--- src/rtl/ej32_mem_arb.sv ---
// EJ32 shared-memory arbiter: instruction fetch (IF) versus load/store (LS).
// LS wins by default and may lock the port across multi-byte bursts. Reads
// return one cycle after their grant, tagged with the requesting source.
// Optional feature macro: EJ32_ARB_STARVE_EN adds a fetch starvation counter
// that promotes IF over LS after STARVE_MAX consecutive denied cycles.
module ej32_mem_arb #(
    parameter int ASZ        = 17,
    parameter int STARVE_MAX = 8
) (
    input  logic           clk,
    input  logic           rst,
    input  logic           if_req,
    input  logic [ASZ-1:0] if_addr,
    output logic           if_gnt,
    input  logic           ls_req,
    input  logic           ls_we,
    input  logic           ls_lock,
    input  logic [ASZ-1:0] ls_addr,
    input  logic [7:0]     ls_wdata,
    output logic           ls_gnt,
    output logic           mem_cs,
    output logic           mem_we,
    output logic [ASZ-1:0] mem_addr,
    output logic [7:0]     mem_wdata,
    input  logic [7:0]     mem_rdata,
    output logic           rd_vld,
    output logic           rd_src,
    output logic [7:0]     rd_data
);

    logic lock_q, lock_d;
    logic rd_vld_q, rd_vld_d;
    logic rd_src_q, rd_src_d;
    logic if_gnt_s, ls_gnt_s;
    logic promote_s;

`ifdef EJ32_ARB_STARVE_EN
    localparam int            CW   = (STARVE_MAX < 1) ? 1 : $clog2(STARVE_MAX + 1);
    localparam logic [CW-1:0] SMAX = CW'(STARVE_MAX);

    logic [CW-1:0] cnt_q, cnt_d;

    assign promote_s = (cnt_q == SMAX);

    // Starvation counter: count denied fetch cycles, saturate, clear on grant or no request.
    always_comb begin
        cnt_d = cnt_q;
        if (if_req && !if_gnt_s) begin
            if (cnt_q == SMAX) begin
                cnt_d = cnt_q;
            end else begin
                cnt_d = cnt_q + CW'(1);
            end
        end else begin
            cnt_d = {CW{1'b0}};
        end
    end

    // Starvation counter register.
    always_ff @(posedge clk or posedge rst) begin
        if (rst) begin
            cnt_q <= {CW{1'b0}};
        end else begin
            cnt_q <= cnt_d;
        end
    end
`else
    logic starve_unused_s;

    assign promote_s       = 1'b0;
    assign starve_unused_s = (STARVE_MAX != 0);
`endif

    // Grant selection: a held lock belongs to LS, then promotion, then LS, then IF.
    always_comb begin
        if_gnt_s = 1'b0;
        ls_gnt_s = 1'b0;
        if (lock_q) begin
            ls_gnt_s = ls_req;
        end else if (promote_s && if_req) begin
            if_gnt_s = 1'b1;
        end else if (ls_req) begin
            ls_gnt_s = 1'b1;
        end else if (if_req) begin
            if_gnt_s = 1'b1;
        end else begin
            if_gnt_s = 1'b0;
            ls_gnt_s = 1'b0;
        end
    end

    // Lock next state: follow ls_lock on an LS grant; a gap keeps the lock unless ls_lock drops.
    always_comb begin
        lock_d = lock_q;
        if (ls_gnt_s) begin
            lock_d = ls_lock;
        end else if (!ls_req && !ls_lock) begin
            lock_d = 1'b0;
        end else begin
            lock_d = lock_q;
        end
    end

    // Read return tracking: any granted read produces exactly one return next cycle.
    always_comb begin
        rd_vld_d = if_gnt_s || (ls_gnt_s && !ls_we);
        rd_src_d = ls_gnt_s;
    end

    // Lock and read-return registers; reset drops any in-flight read.
    always_ff @(posedge clk or posedge rst) begin
        if (rst) begin
            lock_q   <= 1'b0;
            rd_vld_q <= 1'b0;
            rd_src_q <= 1'b0;
        end else begin
            lock_q   <= lock_d;
            rd_vld_q <= rd_vld_d;
            rd_src_q <= rd_src_d;
        end
    end

    assign if_gnt    = if_gnt_s;
    assign ls_gnt    = ls_gnt_s;
    assign mem_cs    = if_gnt_s | ls_gnt_s;
    assign mem_we    = ls_gnt_s & ls_we;
    assign mem_addr  = ls_gnt_s ? ls_addr : (if_gnt_s ? if_addr : {ASZ{1'b0}});
    assign mem_wdata = ls_gnt_s ? ls_wdata : 8'h00;
    assign rd_vld    = rd_vld_q;
    assign rd_src    = rd_src_q;
    assign rd_data   = mem_rdata;

endmodule
--- config.mk ---
export PLATFORM = sky130hd
export DESIGN_NAME = ej32_mem_arb
export DESIGN_NICKNAME = d
export VERILOG_FILES = /design/src/rtl/ej32_mem_arb.sv
export SDC_FILE = /design/constraint.sdc
export NUM_CORES = 1
export LEC_CHECK = 0
export CORE_ASPECT_RATIO = 1.75
export CORE_MARGIN = 10
export CORE_UTILIZATION = 24
export CTS_CLUSTER_DIAMETER = 150
export CTS_CLUSTER_SIZE = 10
export DETAILED_ROUTE_END_ITERATION = 8
export PLACE_DENSITY = 0.95
export SLEW_MARGIN = 20
export SYNTH_ARGS = -nofsm -noshare
export SYNTH_HDL_FRONTEND = slang
export SYNTH_SLANG_ARGS = --single-unit
--- constraint.sdc ---
create_clock -name clk -period 1.6 [get_ports clk]
set_clock_uncertainty 0.15 [all_clocks]
set_input_delay 0.32 -clock clk [delete_from_list [all_inputs] [get_ports clk]]
set_output_delay 0.32 -clock clk [all_outputs]
set_load 0.02 [all_outputs]
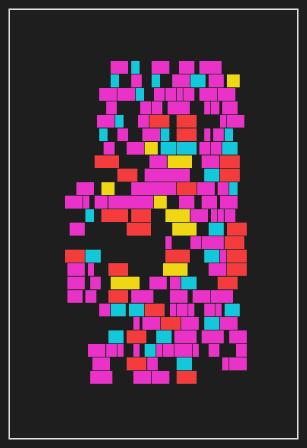
*Sizing map, run 1*
size	colour	cells	share
_2 cells	cyan	27	17%
_3 and _4 cells	yellow	9	5.6%
_0 and _1 cells	magenta	100	62%
_6 and larger	red	25	16%
Non-Clock Buffer Count: 85
final worst-path setup slack: -0.00402 ns
final instance area: 1460 um^2

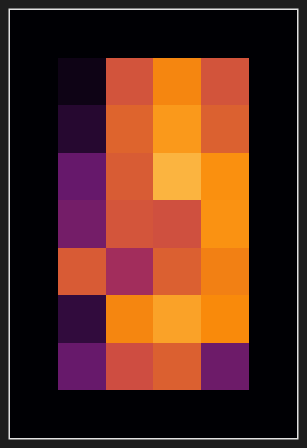
*Local utilization, run 1*
The die is cut into 6 by 9 equal tiles; black is low, pale yellow is high, 0 to 100% covered.
tiles over 75% full	9.3%
densest ninth of the die	centre
mean over tiles	28%
Core Util at FP: 24.5%
core area: 2460 um^2
Final Util: 59.1%

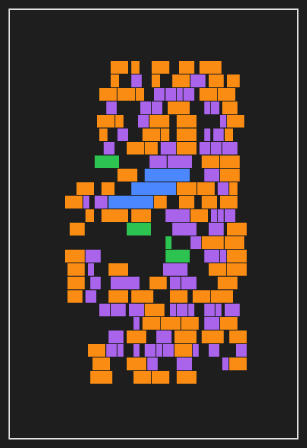
*Placement by cell class, run 1*
class	colour	cells	share of their area
sequential cells	blue	3	5.3%
remaining buffers and delay cells	orange	85	59%
combinational and other logic	purple	69	33%
clock drivers and dummy loads	green	4	3.2%
fraction of area in registers: 5.16%
std cell rows: 24

==> metrics.yaml, run 1 <==
ir_drop_mv: 0.315
drt-pass1-iter-count: 4
mostFrequentLayoutCells: "clkdlybuf4s50_1 (33), buf_6 (21), nand2b_1 (18)"
outcome: "finished with violations"
finalWirelength_um: 3210
final_nets: 218
grt_first_pass_wirelength_um: 4960
p_total_mw: 0.727
largest_area_cell: "nand2b_1"
top_layer: "met4"
ant_nets: 0
synth.distinct_cells: 13
yosys.stat.seqShare_pct: 12.4
hp-class: "input port to async pin"
worstPathRequired_ns: 1.13
setup_violations: 1
max_freq_mhz: 623
drt_iter0_drc: 15
drive_above_1_share_pct: 37.9
rsz0062_at_grt: "true"
met1_length_um: 1060
cp_slowest_stage_delay_ns: 0.41
place_ws_ns: -0.782
numCtsBuffers: 3
path_class: "register to primary output"
p_seq_share_pct: 11.6
area_leaders: "nand2b_1 (19%), buf_4 (14%), o21ai_2 (13%)"
met2_length_um: 1800
yosysChipArea_um2: 604
clk_path_buf_depth: 2
synthCells: 85
yosysWarnings: 0
power.switching_mw: 0.243
finalCritPeriodShare_pct: 100
cap_violations: 0
cts.sinks: 3
worst_ep_arrival_time_ns: 1.13
synth_adder_area_share_pct: 0
placement.cell_area_um2: 1320
pwr-share-comb_pct: 57.8
swShare_pct: 33.4
tool_warnings: 28
post-place-cells: 178
flop_area_um2: 75.1
cp_max_fo: 5
p_int_mw: 0.484
timing.final.ws_setup_ns: -0.00402
synth-xor-area-share_pct: 0
place.gp.congestion: 0.747
post_drt_wl_per_cell_um: 17.2
io_buffers: 78
io_pins: 95
antenna_found_initial: 0
violations: "negative setup slack"
min_period_ns: 1.60
maxSlewViolCount: 0
slew_headroom_pct: 85.0
-- run 1: layout make-up --
| type | count | share of cell area (%) |
|---|---|---|
| timing repair buffer | 85 | 57.4 |
| sequential | 3 | 5.16 |
| inverter | 1 | 0.258 |
| tap | 26 | 2.24 |
| multi-input combinational | 68 | 31.9 |
| clock buffer | 4 | 3.10 |
-- run 1: path summary, 6_finish.rpt --
path                                    end  depth (start not counted)    from
worst min register to register       rd_vld                          2  lock_q
worst max register to register       lock_q                          3  lock_q
worst min-delay path                 rd_vld                          2     rst
min in group clk                     rd_src                          2  ls_req
max in group asynchronous            rd_src                          2     rst
worst max-delay path            mem_addr[4]                          3  lock_q
-- run 1: state kept, by name, indices dropped and copies added (netlist names) --
| signal | count |
|---|---|
| rd_vld | 1 |
| rd_src | 1 |
| lock_q | 1 |
-- run 1: Yosys cell counts, drive strengths merged --
library cell	count
and2	9
inv	1
buf	16
nand2b	19
nor2	1
dfrtp	3
o21a	1
o21ai	17
mux2i	1
nand2	17
-- run 1: worst max-delay path: cells and delay by family, from the launching register on --
kind	cells	cell delay (ns)
and+or+nand+nor	1	0.21
DFF	1	0.41
buffers and inverters	1	0.14
AOI/OAI and AO/OA	1	0.16
-- run 1: routing by layer --
metal,GRT usage [%],up-vias
li1,-,413
met1,12.3,391
met4,4.94,0
met3,4.98,8
met5,0,-
met2,22.4,49
-- run 1: stage by stage --
stage                     TNS (ns)  hold WS [ns]
final                     -0.00402         0.122
after global routing        -0.610         0.138
after CTS                  -0.0774         0.123
after detailed placement    -20.66         0.349
after global placement      -19.70         0.350
after floorplan                  0       -0.0764
-- run 1: timing repair --
| item | in CTS | in global routing |
|---|---|---|
| gates cloned | 4 | 0 |
| resized | 162 | 27 |
| pin swaps | 8 | 9 |
| endpoints found under the setup margin | 31 | 19 |
| buffers inserted | 1 | 0 |
| hold buffers | 0 | 0 |
-- run 1: cells by family (layout without fill, tap and decap cells) --
group / after synthesis / count (layout)
compound gates: 18 / 18
mux: 1 / 1
buf+inv: 17 / 90
flops: 3 / 3
simple gates: 46 / 49
-- run 1: power groups by stage --
stage	combinational [mW]	sequential, mW	clock, mW
5_1_grt	0.448	0.0852	0.244
3_5_place_dp	0.397	0.0843	0
2_1_floorplan	0.197	0.0885	0
3_3_place_gp	0.388	0.0841	0
4_1_cts	0.403	0.0845	0.224
6_report	0.420	0.0843	0.222
### Routing congestion map, run 1

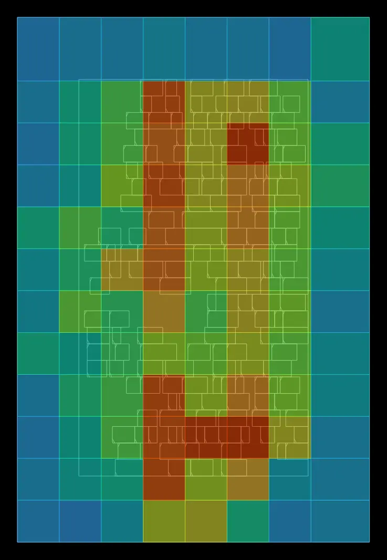

==> inputs of run 2 (changes only) <==
- CORE_UTILIZATION: 24 -> 22
- PLACE_DENSITY: 0.95 -> 0.9
- clock period: 1.6 -> 1.65 ns (I/O delays scaled with it)
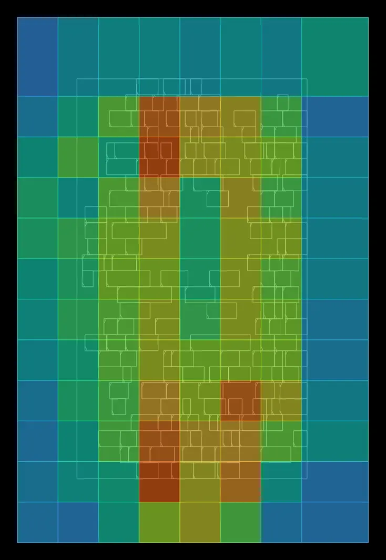
*Routing congestion map, run 2*
Final Util: 52.6%
met1 usage: 9.86%
Total GRT Usage: 11.1%

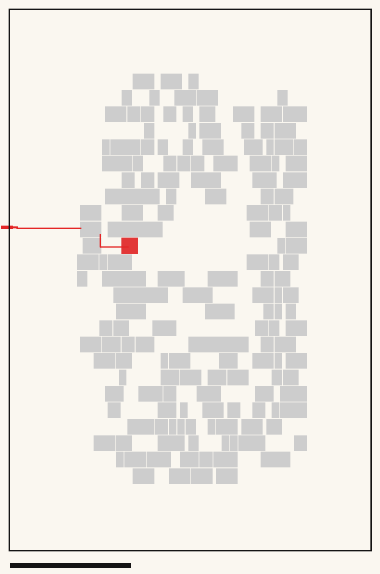
*Wires at chosen ports, followed through buffers, run 2*
Bar = 20 um.
port	colour	direction	end cells	buffers	wire
ls_lock	red	input	1	1	18.1 um
Port Buf Inserts: 78
IO Count: 95

==> run 2 against run 1 <==
  * Clock-buffer cell count unchanged
  * Cell area fell by 3.9%
  * Highest routed layer unchanged
  * Setup slack better by 0.014 ns
  * Combinational power decreased by 7.1%
  * The flow now finishes without violations
  * Critical endpoint is now mem_addr[13]
  * Worst hold slack gained 0.0054 ns
==> metrics.yaml, run 2 <==
outcome: "finished, final reports clean"  # was finished with violations
drive_above_1_share_pct: 34.6  # was 37.9%
final-comb-area_um2: 447  # was 464 um^2
cts_tree: "done"  # unchanged
antenna_cells: 0  # unchanged
dpl.hpwl_um: 2370  # was 2460 um
reg2reg_to: "rd_vld"  # was lock_q
antenna_found_initial: 0  # unchanged
synthCells: 85  # unchanged
area_leaders: "nand2b_1 (19%), buf_4 (14%), o21ai_2 (13%)"  # unchanged
place_ws_ns: -0.728  # was -0.782 ns
mostFrequentLayoutCells: "clkdlybuf4s50_1 (41), nand2b_1 (17), nand2_1 (17)"  # was clkdlybuf4s50_1 (33), buf_6 (21), nand2b_1 (18)
drt_iter0_drc: 6  # was 15
synth.distinct_cells: 13  # unchanged
vias: 842  # was 861
cap_violations: 0  # unchanged
pwr-share-clk_pct: 31.4  # was 30.6%
tool_warnings: 26  # was 28
cp_max_fo: 1  # was 5
worst_ep_arrival_time_ns: 1.16  # was 1.13 ns
syn_area_um2: 604  # unchanged
p_leak_nw: 0.685  # was 0.731 nW
r2r_cells: 3  # unchanged
syn_nets: 141  # unchanged
rrSetupSlack_ns: 0.54  # was 0.50 ns
setup_violations: 0  # was 1
post_drt_wl_per_cell_um: 16.8  # was 17.2 um
synth_top_cell_by_count: "nand2b_1"  # unchanged
grt-ovfl-total: 0  # unchanged
flop_area_um2: 75.1  # unchanged
yosys.stat.seqShare_pct: 12.4  # unchanged
clock_latency_ns: 0.22  # was 0.21 ns
grt_first_pass_wirelength_um: 4550  # was 4960 um
drt-pass1-iter-count: 2  # was 4
swShare_pct: 32.9  # was 33.4%
cts.hold.buffers_added: 0  # unchanged
hold_viol: 0  # unchanged
finalWirelength_um: 3130  # was 3210 um
rr_startpoint: "lock_q"  # unchanged
vias_per_cell: 4.53  # was 4.60
grt_max_degree: 19  # unchanged
cts_root_buffer: "clkbuf_8"  # unchanged
ir_drop_mv: 0.377  # was 0.315 mV
finalCritPeriodShare_pct: 99.4
ant_nets: 0  # unchanged
worstPathRequired_ns: 1.17  # was 1.13 ns
p_seq_share_pct: 11.9  # was 11.6%
maxSlewViolCount: 0  # unchanged
edf_count: 0  # unchanged
std_cell_rows: 25  # was 24
placement.cell_area_um2: 1310  # was 1320 um^2
slew_headroom_pct: 83.6  # was 85.0%
async_reset_ff_share_pct: 100  # unchanged
initCoreUtil_pct: 22.7  # was 24.5%
top_cells_by_count: "nand2b_1 (18), nand2_1 (17), buf_4 (11)"  # unchanged
largest_area_cell: "nand2b_1"  # unchanged
numCtsBuffers: 3  # unchanged
n_fill_cell: 256  # was 234
final_nets: 216  # was 218
power.switching_mw: 0.226  # was 0.243 mW
clk_pin_slew_worst_paths_ns: 0.03  # about the same
yosysWarnings: 0  # unchanged
core_area_um2: 2660  # was 2460 um^2
path_class: "input port to primary output"  # was register to primary output
p_int_mw: 0.462  # was 0.484 mW
whs_ns: 0.128  # was 0.122 ns
clk_path_buf_depth: 2  # unchanged
lay_top_count: "clkdlybuf4s50_1"  # unchanged
critPathLaunchType: "input port"  # was register
max_freq_mhz: 610
yosys_most_used_dff: "dfrtp_1"  # unchanged
place.gp.congestion: 0.693  # was 0.747
cts.sinks: 3  # unchanged
pwr-share-comb_pct: 56.7  # was 57.8%
yosysChipArea_um2: 604  # unchanged
hp-class: "input port to async pin"  # unchanged
min_period_ns: 1.64
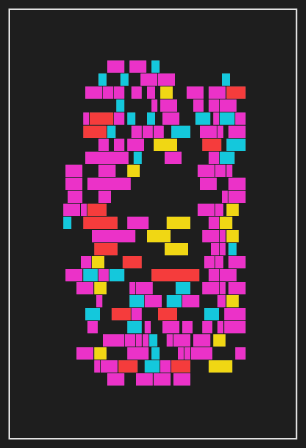
*Sizing map, run 2*
size	colour	cells	share
_3 and _4 cells	yellow	15	9.4%
_2 cells	cyan	27	17%
_6 and larger	red	13	8.2%
_0 and _1 cells	magenta	104	65%
final instance area: 1400 um^2
final worst-path setup slack: 0.00973 ns
Synth-to-Final Area Change: 131%

[run 2: netlist changes by cell type in the layout (fill, tap and decap cells not counted), moves of 3 or more]
cell	before	now
buf_6	21	8
clkdlybuf4s50_1	33	41
buf_4	4	10
dlygate4sd2_1	7	1
o21ai_1	1	5
buf_2	10	13
o21ai_2	15	12
[run 2: power by group through the flow]
stage / sequential, mW / clock (mW) / combinational (mW)
finish: 0.0821 / 0.216 / 0.390
global route: 0.0827 / 0.225 / 0.417
CTS: 0.0825 / 0.220 / 0.375
detailed placement: 0.0819 / 0 / 0.382
global placement: 0.0817 / 0 / 0.375
floorplan: 0.0858 / 0 / 0.191
[run 2: metal layers]
layer | GRT usage [%] | share of wire (%) | vias to the layer above
li1 | - | - | 408
met3 | 4.27 | 10 | 10
met5 | 0 | 0 | -
met1 | 9.86 | 32 | 381
met4 | 4.51 | 1.9 | 0
met2 | 21.2 | 56 | 43
[run 2: cell families (layout without fill, tap and decap cells)]
| family | count (synthesis) | after routing | share of synthesized area [%] |
|---|---|---|---|
| AND-OR/OR-AND | 18 | 18 | 20.9 |
| buffers and inverters | 17 | 88 | 23.6 |
| flip-flops | 3 | 3 | 12.4 |
| multiplexers | 1 | 1 | 1.66 |
| AND/OR/NAND/NOR | 46 | 49 | 41.4 |
[run 2: timing repair]
action,in CTS,in global routing
buffers inserted,0,2
pin swaps,0,7
endpoints found under the setup margin,29,23
gates resized,122,35
cloned,4,0
[run 2: how the worst max path moves through the flow]
stage	from	endpoint	slack, ns	cells after the start
after floorplan	lock_q	mem_addr[0]	0.18	3
after global placement	ls_req	mem_addr[10]	-0.70	5
after detailed placement	ls_req	mem_addr[12]	-0.73	5
after CTS	ls_req	mem_addr[9]	0.0002	5
after global routing	lock_q	mem_addr[4]	-0.02	3
final	if_addr[13]	mem_addr[13]	0.01	4
[run 2: critical path, stage by stage]
cell,delay (ns)
clkdlybuf4s50_1,0.46
nand2b_1,0.07
o21ai_2,0.16
buf_6,0.14
[run 2: layout make-up]
cell class / count / area share [%]
multi-input cells: 68 / 31.9
flip-flops and latches: 3 / 5.37
well taps: 27 / 2.42
clock buffers: 4 / 3.22
repair buffers: 83 / 56.8
inverters: 1 / 0.268
[run 2: per-stage QoR]
| step | power (mW) | std cells | util, % | setup TNS [ns] |
|---|---|---|---|---|
| finish | 0.689 | 186 | 52.6 | 0 |
| global route | 0.725 | 186 | 52.6 | -0.0800 |
| CTS | 0.677 | 184 | 50.4 | 0 |
| detailed placement | 0.464 | 176 | 49.2 | -19.32 |
| global placement | 0.456 | 176 | 49.2 | -18.89 |
| floorplan | 0.277 | 85 | - | 0 |
No activity file was given, so power comes from the tool's default toggle rates.
